$ cat src/rtl/conv33_pkg.sv
// Shared encodings and constants for the conv33 window scheduler.
package conv33_pkg;

  typedef enum logic [2:0] {
    ST_IDLE   = 3'd0,
    ST_LOAD_W = 3'd1,
    ST_RUN    = 3'd2,
    ST_DRAIN  = 3'd3,
    ST_DONE   = 3'd4
  } state_e;

  localparam int KERNEL_TAPS = 9;
  localparam int WIDX_W      = 4;
  localparam logic [WIDX_W-1:0] WIDX_LAST = WIDX_W'(KERNEL_TAPS - 1);

  function automatic logic is_busy(input state_e s);
    return s != ST_IDLE;
  endfunction

  // Results are only accepted while windows can be outstanding.
  function automatic logic takes_results(input state_e s);
    return (s == ST_RUN) || (s == ST_DRAIN);
  endfunction

endpackage

$ cat src/rtl/conv33_credit_cnt.sv
// Up/down count of windows accepted by the engine but not yet returned.
module conv33_credit_cnt #(
  parameter int CNT_W   = 4,
  parameter int MAX_CNT = 4
) (
  input  logic clk,
  input  logic rst,
  input  logic inc,
  input  logic dec,
  output logic empty,
  output logic full_nxt,
  output logic empty_nxt
);

  localparam logic [CNT_W-1:0] CNT_MAX = CNT_W'(MAX_CNT);
  localparam logic [CNT_W-1:0] CNT_ONE = CNT_W'(1);

  logic [CNT_W-1:0] cnt_q, cnt_d;

  // NOTE: every always_comb output gets a default first so no latch is inferred.
  always_comb begin
    cnt_d = cnt_q;
    if (inc && !dec && (cnt_q != CNT_MAX)) begin
      cnt_d = cnt_q + CNT_ONE;
    end else if (dec && !inc && (cnt_q != '0)) begin
      cnt_d = cnt_q - CNT_ONE;
    end
  end

  // NOTE: sequential state uses non-blocking assignments so all flops update together.
  always_ff @(posedge clk or posedge rst) begin
    if (rst) begin
      cnt_q <= '0;
    end else begin
      cnt_q <= cnt_d;
    end
  end

  assign empty     = (cnt_q == '0);
  assign full_nxt  = (cnt_d == CNT_MAX);
  assign empty_nxt = (cnt_d == '0);

endmodule

$ cat src/rtl/conv33_sched.sv
// Sequencer for one conv33 engine: weight load, raster window issue with
// credit limiting, result drain and a single done pulse per map.
module conv33_sched
  import conv33_pkg::*;
#(
  parameter int DIM_W        = 8,
  parameter int MAX_INFLIGHT = 4,
  parameter int CNT_W        = 4
) (
  input  logic              clk,
  input  logic              rst,
  input  logic              start,
  input  logic [DIM_W-1:0]  cfg_out_w,
  input  logic [DIM_W-1:0]  cfg_out_h,
  output logic              busy,
  output logic              done,
  output logic              wt_valid,
  output logic [WIDX_W-1:0] wt_idx,
  input  logic              wt_ready,
  output logic              win_valid,
  output logic [DIM_W-1:0]  win_row,
  output logic [DIM_W-1:0]  win_col,
  input  logic              win_ready,
  input  logic              res_valid,
  output logic              res_ready
);

  localparam int PROD_W = 2 * DIM_W;
  localparam logic [DIM_W-1:0]  DIM_ONE  = DIM_W'(1);
  localparam logic [PROD_W-1:0] PROD_ONE = PROD_W'(1);
  localparam logic [WIDX_W-1:0] WIDX_ONE = WIDX_W'(1);

  state_e             state_q, state_d;
  logic [DIM_W-1:0]   w_q, w_d, h_q, h_d;
  logic [DIM_W-1:0]   row_q, row_d, col_q, col_d;
  logic [PROD_W-1:0]  total_q, total_d, res_cnt_q, res_cnt_d;
  logic [WIDX_W-1:0]  wt_idx_q, wt_idx_d;
  logic               busy_q, busy_d, done_q, done_d;
  logic               wt_valid_q, wt_valid_d, win_valid_q, win_valid_d;
  logic               res_ready_q, res_ready_d;

  logic wt_fire, win_fire, res_fire;
  logic cnt_empty, cnt_full_nxt, cnt_empty_nxt;

  assign wt_fire  = wt_valid_q & wt_ready;
  assign win_fire = win_valid_q & win_ready;
  assign res_fire = res_valid & res_ready_q;

  conv33_credit_cnt #(
    .CNT_W   (CNT_W),
    .MAX_CNT (MAX_INFLIGHT)
  ) u_credit (
    .clk       (clk),
    .rst       (rst),
    .inc       (win_fire),
    .dec       (res_fire),
    .empty     (cnt_empty),
    .full_nxt  (cnt_full_nxt),
    .empty_nxt (cnt_empty_nxt)
  );

  always_comb begin
    state_d   = state_q;
    w_d       = w_q;
    h_d       = h_q;
    total_d   = total_q;
    row_d     = row_q;
    col_d     = col_q;
    wt_idx_d  = wt_idx_q;
    res_cnt_d = res_fire ? (res_cnt_q + PROD_ONE) : res_cnt_q;

    unique case (state_q)
      ST_IDLE: begin
        if (start) begin
          w_d       = cfg_out_w;
          h_d       = cfg_out_h;
          total_d   = PROD_W'(cfg_out_w) * PROD_W'(cfg_out_h);
          row_d     = '0;
          col_d     = '0;
          wt_idx_d  = '0;
          res_cnt_d = '0;
          state_d   = ((cfg_out_w == '0) || (cfg_out_h == '0)) ? ST_DONE : ST_LOAD_W;
        end
      end
      ST_LOAD_W: begin
        if (wt_fire) begin
          if (wt_idx_q == WIDX_LAST) begin
            wt_idx_d = '0;
            state_d  = ST_RUN;
          end else begin
            wt_idx_d = wt_idx_q + WIDX_ONE;
          end
        end
      end
      ST_RUN: begin
        // Coordinates only move on a fire, so they hold while the engine stalls.
        if (win_fire) begin
          if (col_q == (w_q - DIM_ONE)) begin
            col_d = '0;
            if (row_q == (h_q - DIM_ONE)) begin
              state_d = ST_DRAIN;
            end else begin
              row_d = row_q + DIM_ONE;
            end
          end else begin
            col_d = col_q + DIM_ONE;
          end
        end
      end
      ST_DRAIN: begin
        if (cnt_empty && (res_cnt_q == total_q)) begin
          state_d = ST_DONE;
        end
      end
      ST_DONE: state_d = ST_IDLE;
      default: state_d = ST_IDLE;
    endcase

    // Outputs are decoded from next state so they register alongside it.
    busy_d      = is_busy(state_d);
    done_d      = (state_d == ST_DONE);
    wt_valid_d  = (state_d == ST_LOAD_W);
    win_valid_d = (state_d == ST_RUN) && !cnt_full_nxt;
    res_ready_d = takes_results(state_d) && !cnt_empty_nxt;
  end

  always_ff @(posedge clk or posedge rst) begin
    if (rst) begin
      state_q     <= ST_IDLE;
      w_q         <= '0;
      h_q         <= '0;
      total_q     <= '0;
      row_q       <= '0;
      col_q       <= '0;
      wt_idx_q    <= '0;
      res_cnt_q   <= '0;
      busy_q      <= 1'b0;
      done_q      <= 1'b0;
      wt_valid_q  <= 1'b0;
      win_valid_q <= 1'b0;
      res_ready_q <= 1'b0;
    end else begin
      state_q     <= state_d;
      w_q         <= w_d;
      h_q         <= h_d;
      total_q     <= total_d;
      row_q       <= row_d;
      col_q       <= col_d;
      wt_idx_q    <= wt_idx_d;
      res_cnt_q   <= res_cnt_d;
      busy_q      <= busy_d;
      done_q      <= done_d;
      wt_valid_q  <= wt_valid_d;
      win_valid_q <= win_valid_d;
      res_ready_q <= res_ready_d;
    end
  end

  assign busy      = busy_q;
  assign done      = done_q;
  assign wt_valid  = wt_valid_q;
  assign wt_idx    = wt_idx_q;
  assign win_valid = win_valid_q;
  assign win_row   = row_q;
  assign win_col   = col_q;
  assign res_ready = res_ready_q;

endmodule

$ cat config.mk
export PLATFORM = sky130hd
export DESIGN_NAME = conv33_sched
export DESIGN_NICKNAME = d
export VERILOG_FILES = /design/src/rtl/conv33_pkg.sv /design/src/rtl/conv33_credit_cnt.sv /design/src/rtl/conv33_sched.sv
export SDC_FILE = /design/constraint.sdc
export NUM_CORES = 1
export LEC_CHECK = 0
export CAP_MARGIN = 40
export CELL_PAD_IN_SITES_DETAIL_PLACEMENT = 2
export CELL_PAD_IN_SITES_GLOBAL_PLACEMENT = 2
export CORE_MARGIN = 3
export CORE_UTILIZATION = 35
export CTS_BUF_LIST = sky130_fd_sc_hd__clkbuf_8 sky130_fd_sc_hd__clkbuf_16
export DETAILED_ROUTE_END_ITERATION = 8
export PLACE_DENSITY_LB_ADDON = 0.1
export SLEW_MARGIN = 20
export SYNTH_ARGS = -nofsm -noshare
export SYNTH_HDL_FRONTEND = slang
export SYNTH_SLANG_ARGS = --single-unit
$ cat constraint.sdc
create_clock -name clk -period 4.3 [get_ports clk]
set_input_delay 0.86 -clock clk [delete_from_list [all_inputs] [get_ports clk]]
set_output_delay 0.86 -clock clk [all_outputs]
set_load 0.02 [all_outputs]
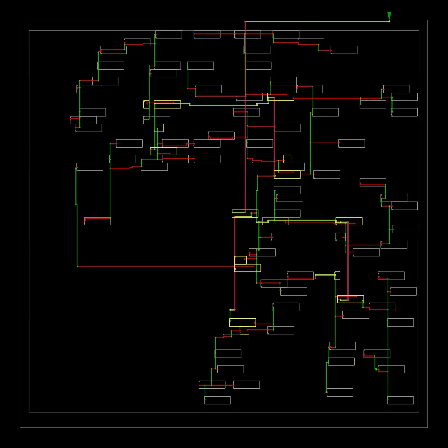
*Clock nets*
flip-flops: 80
skew final: 0.01078 ns
Clock Sinks: 80
CTS Buf Count: 9

==> out/results.ini <==
[power_and_ir_drop]
p_int_mw=2.444
pwr-share-comb_pct=54.7
top_power_group=combinational logic
p_clk_share_pct=17.4
powerComb_mw=2.35
pg_seq_mw=1.20
power_frac_seq_pct=27.9

[finish]
top_area_cell_class=combinational gates
inverters=70
n_fill_cell=1988
register_area_mm2=0.002002
finalInstanceArea_mm2=0.008192
lay_top_count=nand2_1

[placement]
gp_congestion=0.7694
dp.cells=1051

[floorplanning]
initial_core_util_pct=35.89
chip_area_mm2=0.02028
io_pins=47
rows=49

[sta]
maxSlewHeadroom_pct=47.49
fin_ws_ns=-0.08360
setup_viol=3
rsz0062_at_grt=true
final_max_slew_viol_count=0
finalCriticalPeriod_ns=4.384

[critical_path]
start_kind=input pin
worstPathRequired_ns=4.52
cp.arrival_ns=4.61
critPathSlowestCell=fa_1
worstPathCellList=buf_12 > and2_4 > fa_1 > fa_1 > fa_1 > inv_1 > fa_1 > inv_2 > ha_4 > or3_4 > o21a_4 > a2111oi_4 > a211oi_2

[drt]
drc_errors=0
wire_per_inst_um=19.27
vias_per_cell=5.335
met1Wirelength_mm=8.534

[synth]
logic_family=simple AND/OR/NAND/NOR gates
synth.area.mux_share_pct=0.3266
syn-cell-area_mm2=0.006512
postSynthAreaPerCell_um2=8.765
edf_count=0
ys_async_sr_fraction_pct=100.0

[clocking]
post-cts-setup-buffers=2
clk_pin_slew_ns=0.07

[run_status]
violations=setup timing
status=finished, violations left

[global_route]
grt_use_met3_pct=2.251
track_usage_pct=20.21
grt_max_degree=63
grt_antenna_before_repair=0

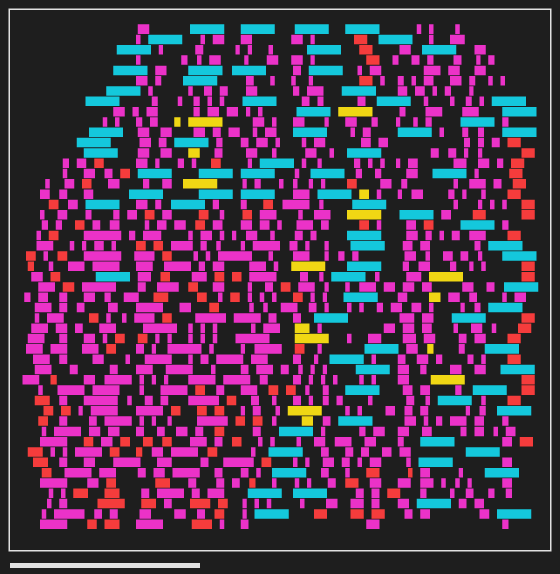
*Cell classes on the final placement*
Bar = 50 um.
remaining buffers and delay cells -> red  # cells 110, share of their area 12%
remaining logic cells -> magenta  # cells 638, share of their area 59%
registers -> cyan  # cells 80, share of their area 25%
clock drivers and dummy loads -> yellow  # cells 16, share of their area 3.5%
post-layout util: 45.14%
flop share of the area: 24.44%

worst paths after layout:
kind                                 to  depth (start not counted)  slack (ns)    startpoint
max reg2reg                  win_row[6]                          8        1.05        w_q[0]
min                              h_q[7]                          2        0.51        h_q[7]
min in group asynchronous  res_cnt_q[1]                          2        0.93           rst
max in group asynchronous        h_q[0]                          3        2.69           rst
max                         total_q[15]                         13       -0.08  cfg_out_h[4]
min reg2reg                      h_q[7]                          2        0.51        h_q[7]
per-stage QoR:
stage	utilization, %	hold slack, ns
detailed placement	42.15	0.4988
global placement	42.11	0.4814
CTS	44.04	0.5137
floorplan	-	0.4586
finish	45.14	0.5064
global route	45.14	0.5510
cells in the mapped netlist (2+ instances only):
master,count,share of area [%]
and2_1,59,5.7
nand3b_1,3,0.35
and3_1,6,0.58
a211oi_1,4,0.46
fa_1,36,11
or4_1,8,0.92
or3b_2,3,0.40
or3_1,7,0.67
a31oi_1,3,0.29
nor3_1,12,0.92
clkbuf_1,21,1.2
o211a_1,2,0.31
nand4_1,6,0.58
o21ai_0,36,2.8
a21o_1,4,0.46
nand2_1,112,6.5
o211ai_1,6,0.69
inv_1,70,4.0
buf_1,2,0.12
nand3_1,17,1.3
a2111oi_0,4,0.54
o21a_1,7,0.81
o31ai_1,11,1.3
a21oi_1,16,1.2
nor3b_1,2,0.23
a32oi_1,2,0.27
nor2b_1,5,0.48
nor2_1,44,2.5
nand2b_1,9,0.86
and4_1,2,0.27
nor4_1,13,1.2
xor2_1,38,5.1
ha_1,45,8.6
xnor2_1,20,2.7
dfrtp_1,80,31
worst max-delay path, delay by kind of cell:
| family | cells | cell delay [ns] |
|---|---|---|
| buffers and inverters | 3 | 0.23 |
| AOI/OAI and AO/OA | 3 | 0.69 |
| and+or+nand+nor | 2 | 0.54 |
| adders and majority gates | 5 | 2.28 |
Power and IR drop assume default switching activity.
